**config.mk**
```make
export PLATFORM = sky130hd
export DESIGN_NAME = conv2d_window_sequencer
export DESIGN_NICKNAME = d
export VERILOG_FILES = /design/src/rtl/conv2d_window_sequencer.sv
export SDC_FILE = /design/constraint.sdc
export NUM_CORES = 1
export LEC_CHECK = 0
export CAP_MARGIN = 20
export CORE_ASPECT_RATIO = 1.25
export CORE_MARGIN = 4
export CORE_UTILIZATION = 30
export DETAILED_ROUTE_END_ITERATION = 6
export SLEW_MARGIN = 20
export SYNTH_ARGS = -nofsm -noshare
export SYNTH_HDL_FRONTEND = slang
export SYNTH_SLANG_ARGS = --single-unit
```
**constraint.sdc**
```tcl
create_clock -name i_clk -period 6.9 [get_ports i_clk]
set_input_delay 2.07 -clock i_clk [delete_from_list [all_inputs] [get_ports i_clk]]
set_output_delay 2.07 -clock i_clk [all_outputs]
set_load 0.02 [all_outputs]
```
**src/rtl/conv2d_window_sequencer.sv**
```systemverilog
// Walks FILTER_HEIGHT x FILTER_WIDTH windows over a circular line buffer and releases consumed lines.
// Reads issue combinationally (o_rd_en = RUN & i_ready) and stall with address/sof/eof held while i_ready is low.
module conv2d_window_sequencer #(
    parameter int IN_WIDTH      = 227,
    parameter int IN_HEIGHT     = 227,
    parameter int FILTER_WIDTH  = 11,
    parameter int FILTER_HEIGHT = 11,
    parameter int STRIDE        = 4,
    parameter int BUF_LINES     = 15,
    parameter int ADDR_WIDTH    = 12
) (
    input  logic                  i_clk,
    input  logic                  i_reset,
    input  logic                  i_start,
    input  logic                  i_line_written,
    input  logic                  i_ready,
    output logic                  o_rd_en,
    output logic [ADDR_WIDTH-1:0] o_rd_addr,
    output logic                  o_sof,
    output logic                  o_eof,
    output logic                  o_line_release,
    output logic                  o_busy,
    output logic                  o_done,
    output logic                  o_overflow
);

    localparam int OUT_W = (IN_WIDTH - FILTER_WIDTH) / STRIDE + 1;
    localparam int OUT_H = (IN_HEIGHT - FILTER_HEIGHT) / STRIDE + 1;
    localparam int HW    = $clog2(BUF_LINES + 1);
    localparam int LW    = $clog2(BUF_LINES);
    localparam int FRW   = $clog2(FILTER_HEIGHT + 1);
    localparam int FCW   = $clog2(FILTER_WIDTH + 1);
    localparam int OCW   = $clog2(OUT_W + 1);
    localparam int ORW   = $clog2(OUT_H + 1);
    localparam int CBW   = $clog2(IN_WIDTH + 1);
    localparam int RCW   = $clog2(STRIDE + 1);

    generate
        if (BUF_LINES < FILTER_HEIGHT + STRIDE) begin : g_bad_depth
            $error("BUF_LINES must be at least FILTER_HEIGHT+STRIDE");
        end
        if (longint'(BUF_LINES) * longint'(IN_WIDTH) > (longint'(1) << ADDR_WIDTH)) begin : g_bad_addr
            $error("BUF_LINES*IN_WIDTH does not fit in ADDR_WIDTH");
        end
    endgenerate

    typedef enum logic [2:0] {IDLE, WAIT_LINES, RUN, RELEASE, DONE} state_t;

    state_t          state, state_nxt;
    logic [HW-1:0]   held, held_nxt;
    logic [LW-1:0]   base, base_adv, cur_line;
    logic [FRW-1:0]  fr;
    logic [FCW-1:0]  fc;
    logic [OCW-1:0]  oc;
    logic [ORW-1:0]  orow;
    logic [CBW-1:0]  col_base;
    logic [RCW-1:0]  rel_cnt;
    logic            last_fc, last_fr, last_oc, last_row, row_end;
    logic            wr_accept;
    int              base_sum;

    assign last_fc  = (fc == FCW'(FILTER_WIDTH - 1));
    assign last_fr  = (fr == FRW'(FILTER_HEIGHT - 1));
    assign last_oc  = (oc == OCW'(OUT_W - 1));
    assign last_row = (orow == ORW'(OUT_H - 1));
    assign row_end  = last_fc && last_fr && last_oc;

    assign o_rd_en        = (state == RUN) && i_ready;
    assign o_sof          = (state == RUN) && (fr == '0) && (fc == '0);
    assign o_eof          = (state == RUN) && last_fr && last_fc;
    assign o_busy         = (state != IDLE);
    assign o_done         = (state == DONE);
    assign o_line_release = (state == RELEASE) && (held != '0);
    // cur_line tracks (base+fr) mod BUF_LINES incrementally so no divider is needed
    assign o_rd_addr      = ADDR_WIDTH'(int'(cur_line) * IN_WIDTH + int'(col_base) + int'(fc));

    // A write into a full buffer is still accepted if a line is freed in the same cycle
    assign wr_accept = i_line_written && ((held != HW'(BUF_LINES)) || o_line_release);

    always_comb begin
        held_nxt = held;
        if (wr_accept && !o_line_release) begin
            held_nxt = held + 1'b1;
        end else if (!wr_accept && o_line_release) begin
            held_nxt = held - 1'b1;
        end
    end

    always_comb begin
        base_sum = int'(base) + STRIDE;
        base_adv = (base_sum >= BUF_LINES) ? LW'(base_sum - BUF_LINES) : LW'(base_sum);
    end

    always_comb begin
        state_nxt = state;
        case (state)
            IDLE:       if (i_start) state_nxt = WAIT_LINES;
            WAIT_LINES: if (held >= HW'(FILTER_HEIGHT)) state_nxt = RUN;
            RUN:        if (o_rd_en && row_end) state_nxt = RELEASE;
            RELEASE: begin
                if (last_row) begin
                    // drain everything, including lines arriving while draining
                    if ((held == '0) && !i_line_written) state_nxt = DONE;
                end else if (o_line_release && (rel_cnt == RCW'(STRIDE - 1))) begin
                    state_nxt = WAIT_LINES;
                end
            end
            DONE:       state_nxt = IDLE;
            default:    state_nxt = IDLE;
        endcase
    end

    always_ff @(posedge i_clk) begin
        if (i_reset) begin
            state <= IDLE;
        end else begin
            state <= state_nxt;
        end
    end

    always_ff @(posedge i_clk) begin
        if (i_reset) begin
            held       <= '0;
            o_overflow <= 1'b0;
            base       <= '0;
            cur_line   <= '0;
            fr         <= '0;
            fc         <= '0;
            oc         <= '0;
            orow       <= '0;
            col_base   <= '0;
            rel_cnt    <= '0;
        end else begin
            held <= held_nxt;
            if (i_line_written && !wr_accept) begin
                o_overflow <= 1'b1;
            end

            if (o_rd_en) begin
                if (!last_fc) begin
                    fc <= fc + 1'b1;
                end else begin
                    fc <= '0;
                    if (!last_fr) begin
                        fr       <= fr + 1'b1;
                        cur_line <= (cur_line == LW'(BUF_LINES - 1)) ? '0 : cur_line + 1'b1;
                    end else begin
                        fr       <= '0;
                        cur_line <= base;
                        if (!last_oc) begin
                            oc       <= oc + 1'b1;
                            col_base <= col_base + CBW'(STRIDE);
                        end else begin
                            oc       <= '0;
                            col_base <= '0;
                        end
                    end
                end
            end

            if (state == RELEASE) begin
                if (o_line_release) begin
                    rel_cnt <= rel_cnt + 1'b1;
                end
                if (state_nxt == WAIT_LINES) begin
                    base     <= base_adv;
                    cur_line <= base_adv;
                    rel_cnt  <= '0;
                    orow     <= orow + 1'b1;
                end else if (state_nxt == DONE) begin
                    base     <= '0;
                    cur_line <= '0;
                    rel_cnt  <= '0;
                    orow     <= '0;
                end
            end
        end
    end

endmodule
```
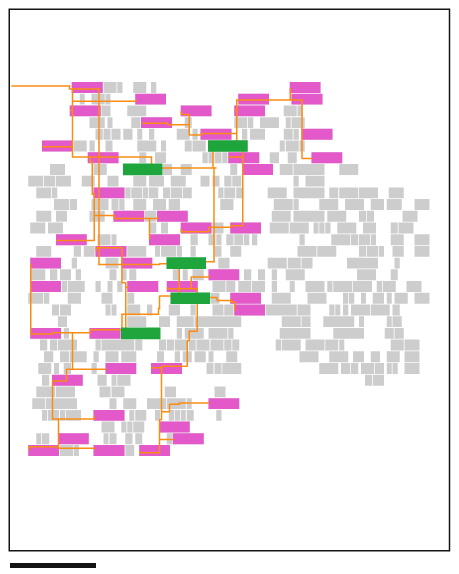
Figure 1: run 1, clock wires, drivers and flops.
Bar = 20 um.
cells driving clock nets: marked green, count 5. flip-flops: marked magenta, count 45. clock wires: marked orange, length 617 um.
There are 6 routed clock nets.
clk latency late pin: 280 ps
clock-net power: 0.000264 W

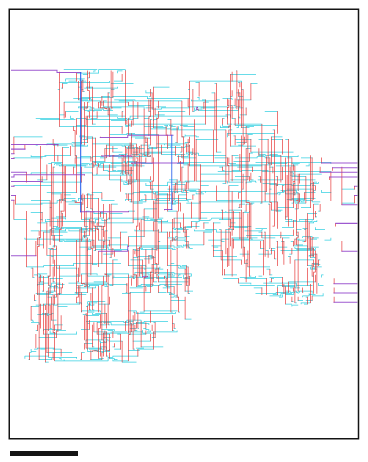
Figure 2: run 1, metal layers overlaid.
Bar = 20 um.
met2: marked red, wire length 3190 um. met4: marked blue, wire length 62.6 um. met3: marked purple, wire length 232 um. met1: marked cyan, wire length 3250 um.
GRT Util Overall: 11.28%
routed via count: 2713

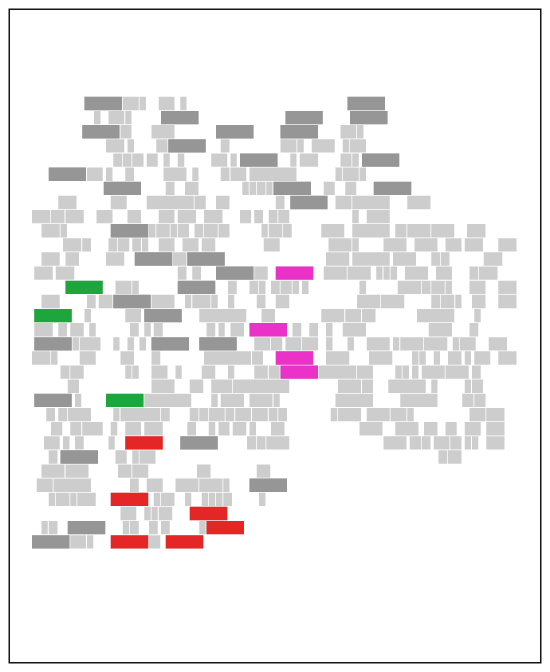
Figure 3: run 1, sequential cells grouped by signal name.
Other sequential cells in the stronger grey, the rest of the logic in the fainter grey.
`state`: marked green, sequential cells 3. `orow`: marked red, sequential cells 6. `cur_line`: marked magenta, sequential cells 4, where centre.
Another 32 sequential cells are not coloured.

==> results.yml, run 1 <==
# implementation run metrics
drt:
  ant_nets: 0
  drt-initial-drc-count: 136
  avgViaCountPerCell: 5.024
  wire_per_inst_um: 12.48
  drcViolationCount: 0
  wl_um: 6737
  firstDrtPassIters: 4
power:
  total_power_w: 0.0005726
  p_sw_w: 0.0001218
  clkPwrFrac_pct: 46.1
  p_seq_share_pct: 47.2
  switching_share_pct: 21.28
  p_int_w: 0.0004508
  p_leak_nw: 1.750
  pwr-share-comb_pct: 6.7
  peakVddDrop_mv: 0.1160
  power_density_nw_per_um2: 148.7
layout:
  final_area_um2: 3851
  lay_top_cells: "ha_1, dfxtp_1, nor2_1"
  layout.nets: 467
  finalNonFillerCells: 540
  diodes: 0
  fillers: 1118
  area_growth_pct: 16.37
  fin_util_pct: 36.10
  drive_gt1_share_pct: 4.657
sta:
  setup_tns_ps: 0
  finalClockSkew_ps: 6.816
  rsz0062_at_grt: "false"
  relSlewSlack_pct: 61.15
  post-route-min-period_ps: 6335
  whs_ps: 455.2
  setup_slack_ps: 564.7
  setup-violations-final: 0
  fmax_mhz: 157.8
  tightest_slew_ps: 582.7
  post-route-period-util_pct: 91.82
  drv_slew: 0
  hold_violations: 0
worst_setup_path:
  crit_arrival_ps: 4270
  r2r_slack_ps: 4150
  reg2reg_depth: 10
  crit_type: "flip-flop to output pin"
  startpoint: "cur_line[2]"
  rr_startpoint: "held[0]"
  crit_path_end_kind: "output pin"
  required_ps: 4830
  start_kind: "flip-flop"
  worstReg2RegEnd: "held[3]"
  endpoint: "o_rd_addr[11]"
  cp_max_fo: 5
clocking:
  clk_pin_slew_ps: 60
  numCtsBuffers: 5
  cts.sinks: 45
  hold_buffers: 0
  cts_max_level: 2
  postCtsSetupRepairBufs: 0
  cts-root-buf: "clkbuf_16"
  cts_tree: "done"
  cts_buffer_depth: 2
logic_synthesis:
  syn_nets: 444
  ys_area_um2: 3309
  edf_count: 0
  synthCells: 385
  numSynthFlops: 45
  yosysUniqueCellTypes: 52
  syn-cell-area_um2: 3309
  synthArstFlopShare_pct: 0
  avgSynthCellArea_um2: 8.596
  yosys_warnings: 0
  ys.flop_type: "dfxtp_1"
  ys_cells: 385
  synth_seq_share_pct: 27.22
placed_design:
  place_inst: 533
  io_buffers: 23
  dpl.hpwl_um: 5230
  dpl_worst_slack_ps: 829.7
  place_area_um2: 3691
  place_congestion: 0.8286
floorplanning:
  ioPinCount: 24
  fp.dieW_um: 101.9
  fp_util_pct: 31.02
  die_h_um: 125.4
  row_count: 42
  die-area_um2: 12790
  core_area_um2: 10670
grt:
  antenna_found_initial: 0
  met3_usage_pct: 2.228
  use_met2_pct: 18.53
  grt_max_degree: 34
  grt_pass1_wl_um: 12040
  grt_use_met1_pct: 15.14
  overflow: 0
  grt_pass1_vias: 2621
hold_path:
  hold_depth: 2
  hold_path_class: "flip-flop to flip-flop"
  worstHoldStart: "rel_cnt[1]"
  hold_end: "rel_cnt[1]"
status:
  status: "completed"
job:
  drv_cap: 0
  warnings: 33
[run 1: cell usage after synthesis (3+ instances only)]
| cell | instances | area share [%] |
|---|---|---|
| xor2_1 | 12 | 3.2 |
| o22ai_1 | 4 | 0.76 |
| nor2b_1 | 5 | 0.95 |
| a21o_1 | 8 | 1.8 |
| mux2i_1 | 3 | 0.91 |
| and3_1 | 5 | 0.95 |
| nor3_1 | 9 | 1.4 |
| dfxtp_1 | 45 | 27 |
| or4_1 | 5 | 1.1 |
| and2_1 | 3 | 0.57 |
| inv_1 | 32 | 3.6 |
| a21oi_1 | 20 | 3.0 |
| o21ai_0 | 14 | 2.1 |
| or3_1 | 5 | 0.95 |
| clkbuf_1 | 9 | 1.0 |
| xnor2_1 | 19 | 5.0 |
| nand2_1 | 24 | 2.7 |
| nand4_1 | 6 | 1.1 |
| nor2_1 | 41 | 4.7 |
| ha_1 | 45 | 17 |
| a211oi_1 | 3 | 0.68 |
| fa_1 | 9 | 5.4 |
| nor3b_1 | 4 | 0.91 |
| nor4bb_1 | 3 | 0.91 |
| nand3_1 | 14 | 2.1 |
| a21boi_0 | 3 | 0.68 |
| a22oi_1 | 4 | 0.91 |
[run 1: final cells by class]
type / instances / area [um^2] / area share (%)
multi-input cells: 297 / 2245 / 58.28
flip-flops and latches: 45 / 900.9 / 23.39
repair buffers: 27 / 260.3 / 6.758
well taps: 132 / 165.2 / 4.288
clock buffers: 5 / 125.1 / 3.249
inverters: 32 / 120.1 / 3.119
clock inverters: 2 / 35.03 / 0.9097
[run 1: power by group through the flow]
| stage | Sequential [W] | Clock, W | Combinational [W] |
|---|---|---|---|
| 6_report | 0.000270 | 0.000264 | 0.0000383 |
| 5_1_grt | 0.000271 | 0.000282 | 0.0000438 |
| 4_1_cts | 0.000270 | 0.000272 | 0.0000389 |
| 3_5_place_dp | 0.000276 | 0 | 0.0000386 |
| 3_3_place_gp | 0.000276 | 0 | 0.0000380 |
| 2_1_floorplan | 0.000274 | 0 | 0.0000291 |
[run 1: flip-flops by register name, indices dropped and copies added, names as in the netlist]
register	flops
base	4
col_base	6
cur_line	4
fc	4
fr	4
held	4
o_overflow	1
oc	6
orow	6
rel_cnt	3
state	3
[run 1: routing by layer]
| layer | share of wire, % | wire length, um | up-vias |
|---|---|---|---|
| li1 | - | - | 1402 |
| met1 | 48 | 3248 | 1270 |
| met2 | 47 | 3194 | 37 |
| met3 | 3.4 | 231 | 4 |
| met4 | 0.92 | 62 | 0 |
| met5 | 0 | 0 | - |
[run 1: critical path: stages, from the launching register on]
cell and delay, ps:
dfxtp_1 430, inv_1 140, ha_1 340, xnor2_1 140
ha_1 270, inv_1 50, fa_1 530, inv_1 70
ha_1 290, a21oi_1 180, o211ai_1 140, or4_1 440
and3_1 170, a211oi_1 180, clkdlybuf4s50_1 640
[run 1: cells by family after synthesis]
logic type      count (synthesis)  synth area share, %
fa+ha+maj                      54                22.46
mux                             4                1.248
buf+inv                        43                4.953
compound gates                 71                13.91
simple gates                  137                22.01
flops                          45                27.22
xor+xnor                       31                8.204
Figure 4. Pin placement (run 1).
Pins as bars across the die edge, other pins in grey.
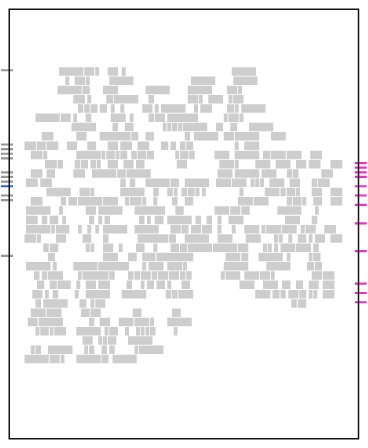

## Run 2: what changed since run 1
--- a/config.mk
+++ b/config.mk
@@ -8,8 +8,10 @@
 export CAP_MARGIN = 20
 export CORE_ASPECT_RATIO = 1.25
 export CORE_MARGIN = 4
-export CORE_UTILIZATION = 30
+export CORE_UTILIZATION = 64
+export CTS_CLUSTER_SIZE = 10
 export DETAILED_ROUTE_END_ITERATION = 6
+export PLACE_DENSITY = 0.86
 export SLEW_MARGIN = 20
 export SYNTH_ARGS = -nofsm -noshare
 export SYNTH_HDL_FRONTEND = slang
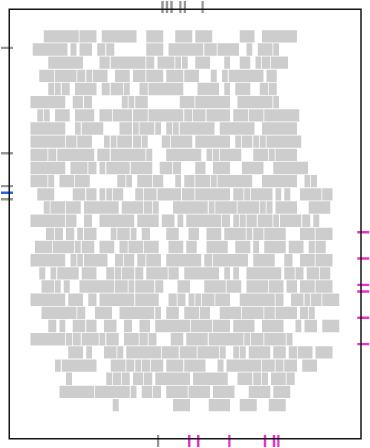
Figure 5: run 2, pin placement.
Pins as bars across the die edge, other pins in grey.
`o_sof`: marked blue, pins 1, direction output, edge left. `o_rd_addr`: marked magenta, pins 12, direction output, edge 6 bottom, 6 right.
All pins by edge: 7 bottom, 6 top, 6 right, 5 left.

==> run 2 against run 1 <==
Combinational power about the same. Clock power down 35%. Fmax down 0.58%. Sequential power about the same. Utilization up 37 points. Sequential share of layout area up 0.97 points. Flip-flop count unchanged. Die size down 50%. Critical endpoint unchanged. Highest routed layer unchanged.
==> results.yml, run 2 <==
# implementation run metrics
power:
  peakVddDrop_mv: 0.1259
  total_power_w: 0.0004787
  power_density_nw_per_um2: 129.5
  p_leak_nw: 1.715
drt:
  ant_nets: 0
  vias: 2789
  firstDrtPassIters: 4
  drcViolationCount: 0
  avgViaCountPerCell: 5.921
  wl_um: 6810
  drt-initial-drc-count: 73
  wire_per_inst_um: 14.46
placed_design:
  place_congestion: 0.8532
  place_area_um2: 3603
  place_inst: 463
  dpl.hpwl_um: 5302
  io_buffers: 23
  dpl_worst_slack_ps: 855.4
floorplanning:
  row_count: 29
  die-area_um2: 6392
  die_h_um: 88.40
  fp_util_pct: 65.62
  ioPinCount: 24
  core_area_um2: 5044
  fp.dieW_um: 72.32
clocking:
  numCtsBuffers: 5
  cts-root-buf: "clkbuf_8"
  post_cts_resized: 0
  insertion_delay_ps: 310
  cts.sinks: 45
  clk_pin_slew_ps: 100
  hold_buffers: 0
  cts_max_level: 2
  postCtsSetupRepairBufs: 0
  cts_tree: "done"
  cts_buffer_depth: 2
sta:
  post-route-period-util_pct: 92.36
  relSlewSlack_pct: 47.36
  tightest_slew_ps: 779.0
  drv_slew: 0
  setup-violations-final: 0
  setup_tns_ps: 0
  rsz0062_at_grt: "false"
  fmax_mhz: 156.9
  setup_slack_ps: 527.5
  finalClockSkew_ps: 13.44
  hold_violations: 0
  post-route-min-period_ps: 6373
layout:
  area_growth_pct: 11.72
  regArea_um2: 900.9
  reg_top3: "col_base x6, oc x6, orow x6"
  final_area_um2: 3697
  logic_area_um2: 2245
  lay_top_cells: "ha_1, dfxtp_1, nor2_1"
  fillers: 365
  finalNonFillerCells: 471
  diodes: 0
  drive_gt1_share_pct: 4.890
  layout.nets: 467
job:
  drv_cap: 0
  warnings: 33
logic_synthesis:
  top_cells_by_area: "dfxtp_1, ha_1, fa_1"
  common_cells: "dfxtp_1, ha_1, nor2_1"
  ys.flop_type: "dfxtp_1"
  avgSynthCellArea_um2: 8.596
  top_cell_area_share_pct: 27.22
  syn_nets: 444
  synth_seq_share_pct: 27.22
  top_area_cell: "dfxtp_1"
  numSynthFlops: 45
  synthArstFlopShare_pct: 0
  edf_count: 0
  ys_area_um2: 3309
  yosys_warnings: 0
  ys_cells: 385
  syn-cell-area_um2: 3309
  synthCells: 385
  yosysUniqueCellTypes: 52
worst_setup_path:
  crit_type: "flip-flop to output pin"
  cp_max_fo: 5
  crit_path_end_kind: "output pin"
  start_kind: "flip-flop"
  crit_arrival_ps: 4300
  required_ps: 4830
grt:
  antenna_found_initial: 0
  grt_pass1_wl_um: 11370
  grt_max_degree: 34
  grt_usage_pct: 22.43
  overflow: 0
  grt_pass1_vias: 2601
status:
  status: "completed"
hold_path:
  hold_path_class: "flip-flop to flip-flop"
run 2: per-layer routing:
layer | GRT usage, % | vias up | share of wire [%]
met2 | 40.60 | 52 | 53
met5 | 0 | - | 0
met1 | 25.02 | 1321 | 41
met4 | 11.28 | 0 | 3.9
li1 | - | 1395 | -
met3 | 3.977 | 21 | 2.4
run 2: power breakdown:
| group | switching (W) | total, W | internal, W |
|---|---|---|---|
| registers | 0.00000603 | 0.000270 | 0.000264 |
| logic | 0.0000195 | 0.0000383 | 0.0000189 |
| clock network | 0.0000975 | 0.000171 | 0.0000732 |
| total | 0.000123 | 0.000479 | 0.000356 |
run 2: worst max-delay path, cell delays in order, from the launching register on:
cell,delay (ps)
dfxtp_1,430
inv_1,140
ha_1,350
xnor2_1,140
ha_1,270
inv_1,50
fa_1,520
inv_1,80
ha_1,290
a21oi_1,170
o211ai_1,150
or4_1,420
and3_1,160
a211oi_1,170
clkdlybuf4s50_1,640
run 2: cell type report:
type | count | area share, %
clock buffers | 5 | 1.861
clock inverters | 3 | 0.6768
inverters | 32 | 3.249
multi-input cells | 297 | 60.71
flip-flops and latches | 45 | 24.37
well taps | 62 | 2.098
repair buffers | 27 | 7.039
run 2: logic make-up (layout without fill, tap and decap cells):
logic type	Yosys count	in the layout	synth area share, %
compound gates	71	71	13.91
xor+xnor	31	31	8.204
fa+ha+maj	54	54	22.46
buf+inv	43	67	4.953
flops	45	45	27.22
mux	4	4	1.248
simple gates	137	137	22.01
run 2: through the flow:
stage               utilization (%)  hold WS (ps)
floorplan                         -         433.2
global placement              71.45         443.7
detailed placement            71.45         454.5
CTS                           73.31         469.0
global route                  73.31         501.7
finish                        73.31         469.2
run 2: path summary, 6_finish.rpt:
kind	from	endpoint	slack, ps	depth (start not counted)
worst min-delay path	rel_cnt[1]	rel_cnt[1]	470	2
worst max-delay path	cur_line[2]	o_rd_addr[11]	530	14
worst max register to register	held[0]	held[3]	4120	10
worst min register to register	rel_cnt[1]	rel_cnt[1]	470	2
## Run 3: what changed since run 2
--- a/config.mk
+++ b/config.mk
@@ -8,10 +8,11 @@
 export CAP_MARGIN = 20
 export CORE_ASPECT_RATIO = 1.25
 export CORE_MARGIN = 4
-export CORE_UTILIZATION = 64
+export CORE_UTILIZATION = 53
 export CTS_CLUSTER_SIZE = 10
 export DETAILED_ROUTE_END_ITERATION = 6
-export PLACE_DENSITY = 0.86
+export PLACE_DENSITY = 0.73
+export SKIP_LAST_GASP = 1
 export SLEW_MARGIN = 20
 export SYNTH_ARGS = -nofsm -noshare
 export SYNTH_HDL_FRONTEND = slang
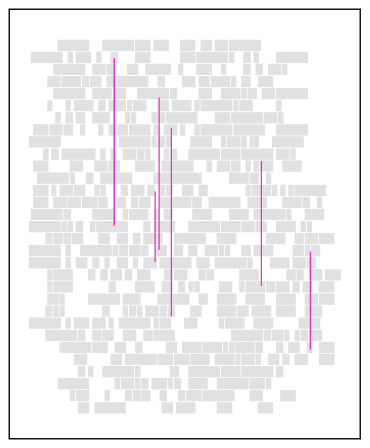
Figure 6: run 3, metal 4.
Cells faint in the background.
The layer carries 179 um of wire. 6 nets have wire on it. The longest straight run is 42.2 um. The wires run mostly vertical.

==> run 3 against run 2 <==
Clock skew decreased by 4.2 ps. Die size increased by 19%. Global-route usage decreased by 3.2 points. Hold slack got worse by 1.8 ps. Via count decreased by 2.3%. Power increased by 6.8%. Critical endpoint unchanged. Routed wire length decreased by 3.0%. Worst setup slack improved by 34 ps. Critical path type unchanged. Non-clock buffer count unchanged.
==> results.yml, run 3 <==
# implementation run metrics
worst_setup_path:
  crit_family: "adder cells"
  cp_max_fo: 5
  critical_path_buf_inv_count: 4
  worstPathCellList: "inv_1 -> ha_1 -> xnor2_1 -> ha_1 -> inv_1 -> fa_1 -> inv_1 -> ha_1 -> a21oi_1 -> o211ai_1 -> or4_1 -> and3_1 -> a211oi_1 -> clkdlybuf4s50_1"
  start_kind: "flip-flop"
  crit_path_end_kind: "output pin"
  cp_slowest_cell: "clkdlybuf4s50_1"
  crit_arrival_ps: 4270
  critPathMaxStageDelay_ps: 630
  crit_type: "flip-flop to output pin"
  required_ps: 4830
job:
  drv_cap: 0
  warnings: 33
clocking:
  cts_max_level: 2
  postCtsSetupRepairBufs: 0
  cts_tree: "done"
  post_cts_resized: 0
  cts-root-buf: "clkbuf_8"
  insertion_delay_ps: 300
  cts.sinks: 45
  clk_pin_slew_ps: 90
  hold_buffers: 0
  cts_buffer_depth: 2
grt:
  overflow: 0
  antenna_found_initial: 0
  grt_max_degree: 34
  grt_usage_pct: 19.27
  grt_pass1_vias: 2702
logic_synthesis:
  edf_count: 0
  yosysUniqueCellTypes: 52
  syn_nets: 444
  ys_area_um2: 3309
  top_area_cell: "dfxtp_1"
  top_cell_area_share_pct: 27.22
  synthArstFlopShare_pct: 0
  top_cells_by_area: "dfxtp_1, ha_1, fa_1"
  numSynthFlops: 45
  common_cells: "dfxtp_1, ha_1, nor2_1"
  synth_seq_share_pct: 27.22
  avgSynthCellArea_um2: 8.596
  syn-cell-area_um2: 3309
power:
  peakVddDrop_mv: 0.1207
  p_leak_nw: 1.729
  power_density_nw_per_um2: 136.4
sta:
  relSlewSlack_pct: 60.34
  setup-violations-final: 0
  post-route-period-util_pct: 91.86
  finalClockSkew_ps: 9.240
  setup_slack_ps: 561.6
  setup_tns_ps: 0
  fmax_mhz: 157.8
  hold_violations: 0
  tightest_slew_ps: 594.8
drt:
  avgViaCountPerCell: 5.548
  wire_per_inst_um: 13.45
  vias: 2724
  drt-initial-drc-count: 94
  wl_um: 6605
  drcViolationCount: 0
  ant_nets: 0
floorplanning:
  fp.dieW_um: 78.68
  ioPinCount: 24
  core_area_um2: 5934
  die_h_um: 96.35
  row_count: 31
  fp_util_pct: 55.77
layout:
  drive_gt1_share_pct: 5.134
  layout.nets: 467
  reg_top3: "col_base x6, oc x6, orow x6"
  regArea_um2: 900.9
  logic_area_um2: 2251
  diodes: 0
  fillers: 540
  lay_top_cells: "ha_1, dfxtp_1, nor2_1"
placed_design:
  dpl_worst_slack_ps: 896.9
  place_congestion: 0.8564
  io_buffers: 23
status:
  status: "completed"
hold_path:
  hold_path_class: "flip-flop to flip-flop"
[run 3: cell counts after synthesis]
No cell type changed its count.
[run 3: kinds of logic (layout without fill, tap and decap cells)]
kind of cell | count (synthesis) | in the layout | share of synthesized area, %
and+or+nand+nor | 137 | 137 | 22.01
AOI/OAI and AO/OA | 71 | 71 | 13.91
adders and majority gates | 54 | 54 | 22.46
DFF | 45 | 45 | 27.22
buffers and inverters | 43 | 67 | 4.953
xor gates and xnor gates | 31 | 31 | 8.204
muxes | 4 | 4 | 1.248
[run 3: worst reg2reg max path: stages (launching register included)]
cell	delay [ps]
dfxtp_1	390
or4_4	600
nand2_1	260
ha_1	240
inv_1	90
ha_1	280
a21o_1	170
a21oi_1	170
xnor2_1	90
or3_1	300
a21oi_1	130
[run 3: cell type report]
type / instances / area share, %
clock buffers: 5 / 1.836
clock inverters: 3 / 1.169
inverters: 32 / 3.205
multi-input cells: 297 / 60.07
flip-flops and latches: 45 / 24.04
well taps: 82 / 2.738
repair buffers: 27 / 6.945
[run 3: final timing paths]
check,slack [ps],from,end,cells past startpoint
max,560,cur_line[2],o_rd_addr[11],14
min,470,rel_cnt[1],rel_cnt[1],2
max reg2reg,4110,held[0],held[3],10
min reg2reg,470,rel_cnt[1],rel_cnt[1],2
[run 3: through the flow]
step | util [%] | cell area (um^2) | hold WS (ps) | std cells | power [W]
final | 63.15 | 3747 | 467.4 | 491 | 0.0005111
after global routing | 63.15 | 3747 | 494.5 | 491 | 0.0005347
after CTS | 63.15 | 3747 | 470.2 | 491 | 0.0005201
after detailed placement | 61.25 | 3635 | 449.2 | 483 | 0.0003147
after global placement | 61.25 | 3635 | 440.1 | 483 | 0.0003136
after floorplan | - | 3309 | 433.2 | 385 | 0.0003035
[run 3: power breakdown]
group          switching (W)  internal [W]   total, W  leakage, nW
Clock              0.0000942      0.000109   0.000203       0.0585
Combinational      0.0000196     0.0000188  0.0000384         1.31
Sequential        0.00000639      0.000264   0.000270        0.363
[run 3: layer usage]
metal / share of wire (%) / vias to the layer above / track usage (%) / wire (um)
met3: 2.0 / 14 / 2.903 / 134
met4: 2.7 / 0 / 9.475 / 178
li1: - / 1400 / - / -
met1: 42 / 1272 / 21.46 / 2807
met5: 0 / - / 0 / 0
met2: 53 / 38 / 35.62 / 3484
Power figures rest on the tool's default switching activity, not on a simulated workload.
